$ cat src/rtl/yuv_pkg.sv
// yuv_pkg: BT.601 integer coefficients, offsets, saturation helper and UYVY serializer state encoding.
package yuv_pkg;
    typedef logic signed [18:0] s19_t;
    localparam s19_t KY_R = 19'sd66;
    localparam s19_t KY_G = 19'sd129;
    localparam s19_t KY_B = 19'sd25;
    localparam s19_t KU_R = -19'sd38;
    localparam s19_t KU_G = -19'sd74;
    localparam s19_t KU_B = 19'sd112;
    localparam s19_t KV_R = 19'sd112;
    localparam s19_t KV_G = -19'sd94;
    localparam s19_t KV_B = -19'sd18;
    localparam s19_t Y_OFF = 19'sd16;
    localparam s19_t C_OFF = 19'sd128;
    localparam s19_t RND = 19'sd128;
    localparam int BYTES_PER_PAIR = 4;
    typedef enum logic [1:0] {S_U, S_Y0, S_V, S_Y1} ser_state_t;
    function automatic logic [7:0] sat8(input s19_t x);
        return (x < 0) ? 8'd0 : (x > 19'sd255) ? 8'd255 : x[7:0];
    endfunction
endpackage

$ cat src/rtl/rgb_to_ycbcr_px.sv
// rgb_to_ycbcr_px: combinational BT.601 conversion of one pixel's luma plus one chroma channel (U, or V when IS_V)
// taken from a separate chroma source pixel; results saturated to 0..255.
module rgb_to_ycbcr_px
    import yuv_pkg::*;
#(
    parameter bit IS_V = 1'b0
) (
    input  logic [7:0] r,
    input  logic [7:0] g,
    input  logic [7:0] b,
    input  logic [7:0] cr,
    input  logic [7:0] cg,
    input  logic [7:0] cb,
    output logic [7:0] y,
    output logic [7:0] c
);
    s19_t r_s, g_s, b_s, cr_s, cg_s, cb_s;
    assign r_s = {11'd0, r};
    assign g_s = {11'd0, g};
    assign b_s = {11'd0, b};
    assign cr_s = {11'd0, cr};
    assign cg_s = {11'd0, cg};
    assign cb_s = {11'd0, cb};
    assign y = sat8(((KY_R * r_s + KY_G * g_s + KY_B * b_s + RND) >>> 8) + Y_OFF);
    // Arithmetic shift of the signed sum gives floor division for negative chroma.
    assign c = sat8((((IS_V ? KV_R : KU_R) * cr_s + (IS_V ? KV_G : KU_G) * cg_s
                    + (IS_V ? KV_B : KU_B) * cb_s + RND) >>> 8) + C_OFF);
endmodule

$ cat src/rtl/rgb_to_yuv422_packer.sv
// rgb_to_yuv422_packer: RGB pixel pairs -> UYVY byte stream with frame-buffer byte addresses.
// Define CHROMA_AVG_EN to derive U/V from the rounded average of both pixels instead of pixel 0.
module rgb_to_yuv422_packer
    import yuv_pkg::*;
#(
    parameter int WIDTH  = 1280,
    parameter int HEIGHT = 480,
    parameter int AW     = 20
) (
    input  logic          clk24,
    input  logic          rst,
    input  logic [47:0]   in_data,
    input  logic          in_valid,
    output logic          in_ready,
    output logic [7:0]    out_data,
    output logic [AW-1:0] out_addr,
    output logic          out_valid,
    input  logic          out_ready,
    output logic          frame_end
);
    localparam logic [AW-1:0] LAST = AW'(WIDTH * HEIGHT - 1);
    ser_state_t state, state_next;
    logic [7:0] y0, y1, u, v, cr, cg, cb;
    logic [31:0] a_pair, h_pair;
    logic a_valid, hold_valid, a_move, in_acc, out_acc;
    logic [AW-1:0] addr;
    assign in_acc = in_valid & in_ready;
    assign out_acc = hold_valid & out_ready;
    assign a_move = ~hold_valid | ((state == S_Y1) & out_ready);
    assign in_ready = ~rst & (~a_valid | a_move);
    assign out_valid = hold_valid;
    assign out_addr = addr;
`ifdef CHROMA_AVG_EN
    assign cr = 8'((in_data[23:16] + in_data[47:40] + 9'd1) >> 1);
    assign cg = 8'((in_data[7:0] + in_data[31:24] + 9'd1) >> 1);
    assign cb = 8'((in_data[15:8] + in_data[39:32] + 9'd1) >> 1);
`else
    assign cr = in_data[23:16];
    assign cg = in_data[7:0];
    assign cb = in_data[15:8];
`endif
    rgb_to_ycbcr_px #(.IS_V(1'b0)) u_px0 (
        .r(in_data[23:16]), .g(in_data[7:0]), .b(in_data[15:8]),
        .cr(cr), .cg(cg), .cb(cb), .y(y0), .c(u)
    );
    rgb_to_ycbcr_px #(.IS_V(1'b1)) u_px1 (
        .r(in_data[47:40]), .g(in_data[31:24]), .b(in_data[39:32]),
        .cr(cr), .cg(cg), .cb(cb), .y(y1), .c(v)
    );
    // Stage A feeds the hold register on the same edge the last byte of the held pair leaves.
    always_ff @(posedge clk24) begin
        if (rst) begin
            a_valid <= 1'b0;
            hold_valid <= 1'b0;
            a_pair <= '0;
            h_pair <= '0;
        end else begin
            a_valid <= in_acc | (a_valid & ~a_move);
            if (in_acc) a_pair <= {u, y0, v, y1};
            if (a_move) begin
                hold_valid <= a_valid;
                h_pair <= a_pair;
            end
        end
    end
    always_ff @(posedge clk24) begin
        if (rst) state <= S_U;
        else state <= state_next;
    end
    always_comb begin
        state_next = state;
        if (out_acc) state_next = (state == ser_state_t'(BYTES_PER_PAIR - 1)) ? S_U : ser_state_t'(state + 2'd1);
    end
    always_comb begin
        out_data = (state == S_U) ? h_pair[31:24] : (state == S_Y0) ? h_pair[23:16]
                 : (state == S_V) ? h_pair[15:8] : h_pair[7:0];
    end
    always_ff @(posedge clk24) begin
        if (rst) begin
            addr <= '0;
            frame_end <= 1'b0;
        end else begin
            frame_end <= out_acc & (addr == LAST);
            if (out_acc) addr <= (addr == LAST) ? '0 : addr + 1'b1;
        end
    end
endmodule
$ cat config.mk
export PLATFORM = sky130hd
export DESIGN_NAME = rgb_to_yuv422_packer
export DESIGN_NICKNAME = d
export VERILOG_FILES = /design/src/rtl/yuv_pkg.sv /design/src/rtl/rgb_to_ycbcr_px.sv /design/src/rtl/rgb_to_yuv422_packer.sv
export SDC_FILE = /design/constraint.sdc
export NUM_CORES = 1
export LEC_CHECK = 0
export ABC_AREA = 0
export CELL_PAD_IN_SITES_DETAIL_PLACEMENT = 0
export CELL_PAD_IN_SITES_GLOBAL_PLACEMENT = 1
export CORE_ASPECT_RATIO = 0.8
export CORE_UTILIZATION = 40
export CTS_BUF_LIST = sky130_fd_sc_hd__clkbuf_4 sky130_fd_sc_hd__clkbuf_8 sky130_fd_sc_hd__clkbuf_16
export CTS_CLUSTER_SIZE = 28
export DETAILED_ROUTE_END_ITERATION = 8
export GPL_ROUTABILITY_DRIVEN = 0
export PLACE_DENSITY = 0.8
export SLEW_MARGIN = 40
export SYNTH_ARGS = -nofsm -noshare
export SYNTH_HDL_FRONTEND = slang
export SYNTH_SLANG_ARGS = --single-unit
$ cat constraint.sdc
create_clock -name clk24 -period 7.92 [get_ports clk24]
set_clock_uncertainty 0.15 [all_clocks]
set_input_delay 0.792 -clock clk24 [delete_from_list [all_inputs] [get_ports clk24]]
set_output_delay 0.792 -clock clk24 [all_outputs]
set_load 0.02 [all_outputs]
run_1/logic_types.png
(2 px per µm)
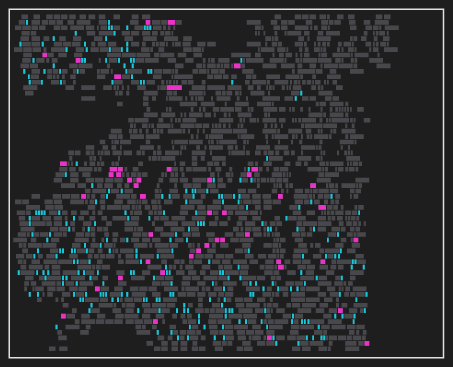
Key: cyan = inv cells [cells 261, most used inv_1, where all over the die]; magenta = non-inverting ao/oa cells [cells 46, most used a21o_1]
Layout Cells excl Fill: 2253
most frequent logic cell in the layout: ha_1
Comb/total area: 70.8%

run_1/layer_met2.png
(1 px per µm) Cells faint in the background.
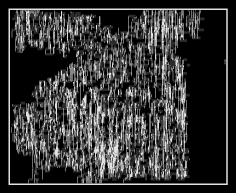
1892 nets have wire on it. The layer holds 44% of the routed length. The longest straight run is 56.1 µm.
M2 GR Usage: 29.6%
via count: 11.3k
total routed wirelength: 34100 µm

run_1/congestion.png
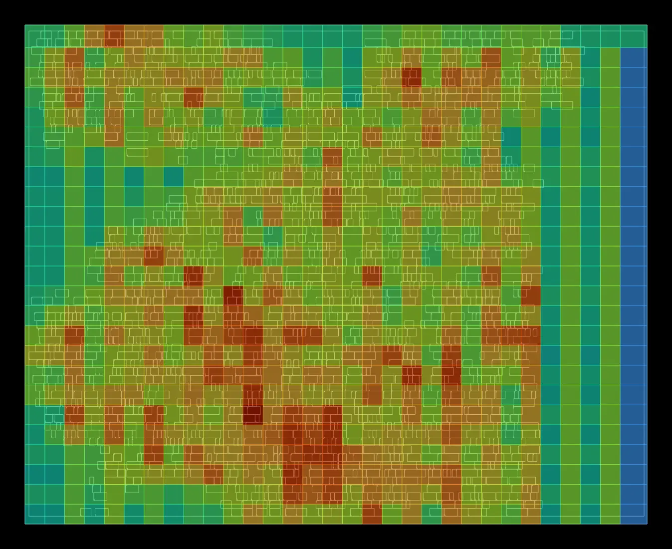
global route hottest layer: met2
GRT Overall Usage: 18.7%
Util after Layout: 46.6%

==> results.tsv, run 1 <==
stage	metric	value	unit
status	status	complete, no violations	
die	fp_util	40.7	%
routing	top_layer	met4	
clock_tree	cts_buffers	9	
yosys	synthArstFlopShare	0	%
routing	wl_met3	823	µm
global_route	grt_pass1_wl	56700	µm
yosys	fp_nets	2178	
yosys	yosysWarningCount	0	
clock_tree	cts_max_level	3	
clock_tree	clock_tree.buffer_depth	2	
final_layout	comb_area	11900	µm²
hold_path	hold_start	h_pair[15]$_SDFFE_PP0P_	
yosys	synth_cells	1643	
final_layout	final-seq-area	1780	µm²
yosys	yosysUniqueCellTypes	73	
routing	wl_per_cell	15.1	µm
clock_tree	numClockSinks	89	
routing	avgViaCountPerCell	5.01	
routing	ant_nets	0	
final_layout	fillers	3448	
yosys	edf_count	0	
clock_tree	cts_tree	built	
worst_setup_path	startpoint	in_data[2]	
die	die_w	216	µm
sta	finalHoldViolCount	0	
sta	drv_slew	0	
worst_setup_path	start_kind	input port	
run	tool_warnings	58	
hold_path	min_to	h_pair[15]$_SDFFE_PP0P_	
worst_setup_path	slowest_stage	fa_1	
[run 1: sequential cells by signal, summed over array words and instances, names as in the netlist]
register / cells
frame_end: 1
out_valid: 1
a_pair: 32
state: 2
a_valid: 1
out_addr: 20
h_pair: 32
[run 1: through the flow]
step | worst slack (ns) | utilization, % | setup TNS [ns]
finish | 0.342 | 46.6 | 0
floorplan | 0.794 | - | 0
detailed placement | -0.125 | 45.6 | -1.34
global placement | 0.0111 | 45.6 | 0
global route | -0.0135 | 46.6 | -0.0191
CTS | 0.207 | 46.4 | 0
[run 1: layout make-up]
type                       instances  share of cell area (%)
multi-input combinational       1268                    70.8
sequential                        89                    10.6
timing repair buffer             138                    7.41
inverter                         261                    5.83
tap                              480                    3.57
clock buffer                      10                    1.38
clock inverter                     6                   0.402
antenna                            1                  0.0149
[run 1: synth_stat cells (4+ instances only)]
cell type  count
nor2_1        66
nand4_1       11
nor3_1        14
nand3_1       24
mux2i_1       10
a21o_1        32
nand2_1      137
xnor2_1       82
nor2b_1       13
ha_1         369
nand2b_1      26
o21a_1         4
inv_1        261
o21bai_1      27
and2_1         6
a21oi_1      135
a21boi_0       4
a211oi_1       8
clkbuf_1      19
and4_1         5
o21ai_0       36
or3_1          5
xor2_1        54
fa_1         114
a32oi_1        8
a2bb2oi_1     16
dfxtp_1       89
buf_1          5
[run 1: timing repair]
action,4_1_cts,5_1_grt
gates resized,0,19
buffers inserted,0,1
endpoints found under the setup margin,0,16
[run 1: routing by layer]
metal	GRT usage [%]	up-vias
met5	0	-
met2	29.6	124
met3	1.89	20
met4	2.44	0
li1	-	5796
met1	27.8	5349
[run 1: worst max-delay path by stage]
stage	endpoint	cells after the start
6_report	a_pair[30]$_SDFFE_PP0P_	32
4_1_cts	a_pair[15]$_SDFFE_PP0P_	32
2_1_floorplan	a_pair[12]$_SDFFE_PP0P_	29
3_3_place_gp	a_pair[15]$_SDFFE_PP0P_	28
5_1_grt	a_pair[12]$_SDFFE_PP0P_	31
3_5_place_dp	a_pair[15]$_SDFFE_PP0P_	29
[run 1: worst min-delay path: stages (launching register included)]
cell     delay (ns)
dfxtp_1        0.31
nand2_1        0.05
a21oi_1        0.05
[run 1: cell families after synthesis]
group | count (synthesis) | synth area share, %
fa+ha+maj | 483 | 46.9
xor+xnor | 138 | 8.32
mux | 11 | 0.758
simple gates | 323 | 10.2
flops | 89 | 12.1
compound gates | 313 | 14.3
buf+inv | 286 | 7.31
run_1/layer_met3.png
(1 px per µm)
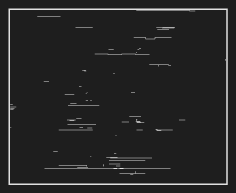

==> run 1 -> run 2 <==
CAP_MARGIN = 20   (was default)
RECOVER_POWER = 25   (was default)
run_2/layer_met3.png
(1 px per µm)
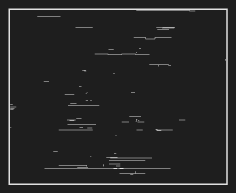
The longest straight run is 126 µm. The layer holds 2.4% of the routed length. The layer carries 815 µm of wire. 55 nets have wire on it.

==> run 2 against run 1 <==
The flow now finishes with violations (capacitance limit, slew limit); sequential share of layout area hardly changed; non-clock buffer count stayed put; global-route usage stayed put; cell area hardly changed; highest routed layer unchanged.
==> results.tsv, run 2 <==
stage	metric	value	unit
status	status	finished with violations	
status	violations	capacitance limit, slew limit	
final_layout	instances_no_fill	2253	
yosys	synth.most_common_cell	ha_1	
run	drv_cap	1	
sta	finalHoldViolCount	0	
clock_tree	clock_tree.buffer_depth	2	
routing	routed-via-count	11300	
die	die_y	173	µm
yosys	top_cells_by_count	369 x ha_1, 261 x inv_1, 137 x nand2_1, 135 x a21oi_1, 114 x fa_1	
worst_setup_path	arrival	7.69	ns
sta	fmax	132	MHz
clock_tree	insertion_delay	0.34	ns
final_layout	comb_area	11900	µm²
sta	drv_slew	36	
sta	slew_headroom	-1.28	%
routing	wl_per_cell	15.1	µm
clock_tree	root_buffer	clkbuf_16	
final_layout	fillers	3450	
routing	first_pass_iters	4	
die	die_w	216	µm
yosys	ys_seq_share	12.1	%
yosys	synthArstFlopShare	0	%
die	fp_util	40.7	%
yosys	fp_nets	2178	
worst_setup_path	required	8.03	ns
yosys	synth_cells	1643	
run	tool_warnings	58	
global_route	gr-usage-all-layers	18.7	%
clock_tree	cts_max_level	3	
hold_path	hold_class	reg -> reg	
global_route	grt_overflow	0	
yosys	netlist_area	14700	µm²
clock_tree	cts_buffers	9	
yosys	edf_count	0	
die	dieArea	37500	µm²
placement	dp.cells	2235	
worst_setup_path	start_kind	input port	
placement	dpl.hpwl	29600	µm
yosys	ys_ff	89	
placement	port_buffers	82	
clock_tree	numClockSinks	89	
sta	fin_crit_sh	95.7	%
yosys	ys_cells	1643	
final_layout	final_cell_mix	369 x ha_1, 261 x inv_1, 136 x nand2_1	
yosys	yosysUniqueCellTypes	73	
clock_tree	cts_tree	built	
final_layout	area_growth	14.3	%
global_route	antenna_found_initial	0	
final_layout	final-seq-area	1780	µm²
worst_setup_path	worst-path-max-fanout	8	
worst_setup_path	end_kind	flop	
routing	wl	34100	µm
yosys	yosysWarningCount	0	
final_layout	layout_top_cell	ha_1	
global_route	grt_pass1_wl	56700	µm
worst_setup_path	slowest_stage	fa_1	
routing	ant_nets	0	
routing	drtIter0Drc	448	
yosys	ys_area	14700	µm²
worst_setup_path	path_class	in -> reg	
final_layout	fin_util	46.6	%
die	core-area	36100	µm²
die	row_count	62	
routing	drc_errors	0	
yosys	flop_cell	dfxtp_1	
sta	setup_viol	0	
routing	avgViaCountPerCell	5.01	
worst_setup_path	crit_path_max_incr_delay	0.53	ns
global_route	grt_pass1_vias	11300	
sta	final.min_clock_period	7.58	ns
==> run 2: per-stage QoR <==
| stage | setup slack [ns] | area (µm²) | hold slack, ns | setup TNS (ns) |
|---|---|---|---|---|
| floorplan | 0.794 | 14700 | 0.281 | 0 |
| global route | -0.0135 | 16800 | 0.317 | -0.0191 |
| finish | 0.342 | 16800 | 0.301 | 0 |
| global placement | 0.0111 | 16400 | 0.291 | 0 |
| detailed placement | -0.125 | 16400 | 0.293 | -1.34 |
| CTS | 0.207 | 16700 | 0.302 | 0 |
==> run 2: area by class of cell <==
cell class	count	share of cell area, %
multi-input cells	1268	70.8
flip-flops and latches	89	10.6
repair buffers	138	7.39
well taps	480	3.57
clock buffers	10	1.38
inverters	261	5.83
diodes	1	0.0149
clock inverters	6	0.402
==> run 2: per-layer routing <==
metal | up-vias | GRT usage, % | routed length [µm]
met2 | 120 | 29.6 | 14900
met5 | - | 0 | 0
met4 | 0 | 2.44 | 353
met1 | 5345 | 27.8 | 18000
met3 | 20 | 1.89 | 814
li1 | 5794 | - | -
==> run 2: worst max-delay path: cells and delay by family <==
family	cells	cell delay, ns
adders and majority gates	9	3.11
and+or+nand+nor	7	1.20
AOI/OAI and AO/OA	7	1.19
buffers and inverters	7	0.85
muxes	1	0.32
xor gates and xnor gates	1	0.24
==> run 2: worst paths after layout <==
kind | startpoint | end | slack (ns) | cells past startpoint
setup / recovery | in_data[2] | a_pair[30]$_SDFFE_PP0P_ | 0.34 | 32
hold / removal | h_pair[15]$_SDFFE_PP0P_ | h_pair[15]$_SDFFE_PP0P_ | 0.30 | 2
setup reg to reg | state[0]$_SDFFE_PP0P_ | a_pair[23]$_SDFFE_PP0P_ | 4.18 | 12
hold reg to reg | h_pair[15]$_SDFFE_PP0P_ | h_pair[15]$_SDFFE_PP0P_ | 0.30 | 2
==> run 2: logic make-up (layout without fill, tap and decap cells) <==
group / count (synthesis) / in the layout / share of synthesized area (%)
and+or+nand+nor: 323 / 323 / 10.2
adders and majority gates: 483 / 483 / 46.9
DFF: 89 / 89 / 12.1
xor gates and xnor gates: 138 / 138 / 8.32
AOI/OAI and AO/OA: 313 / 313 / 14.3
muxes: 11 / 11 / 0.758
buffers and inverters: 286 / 415 / 7.31
other: 0 / 1 / 0
==> run 2: timing repair <==
item,in CTS,in global routing
resized,0,19
endpoints found under the setup margin,0,16
setup buffers,0,1
hold buffers,0,0
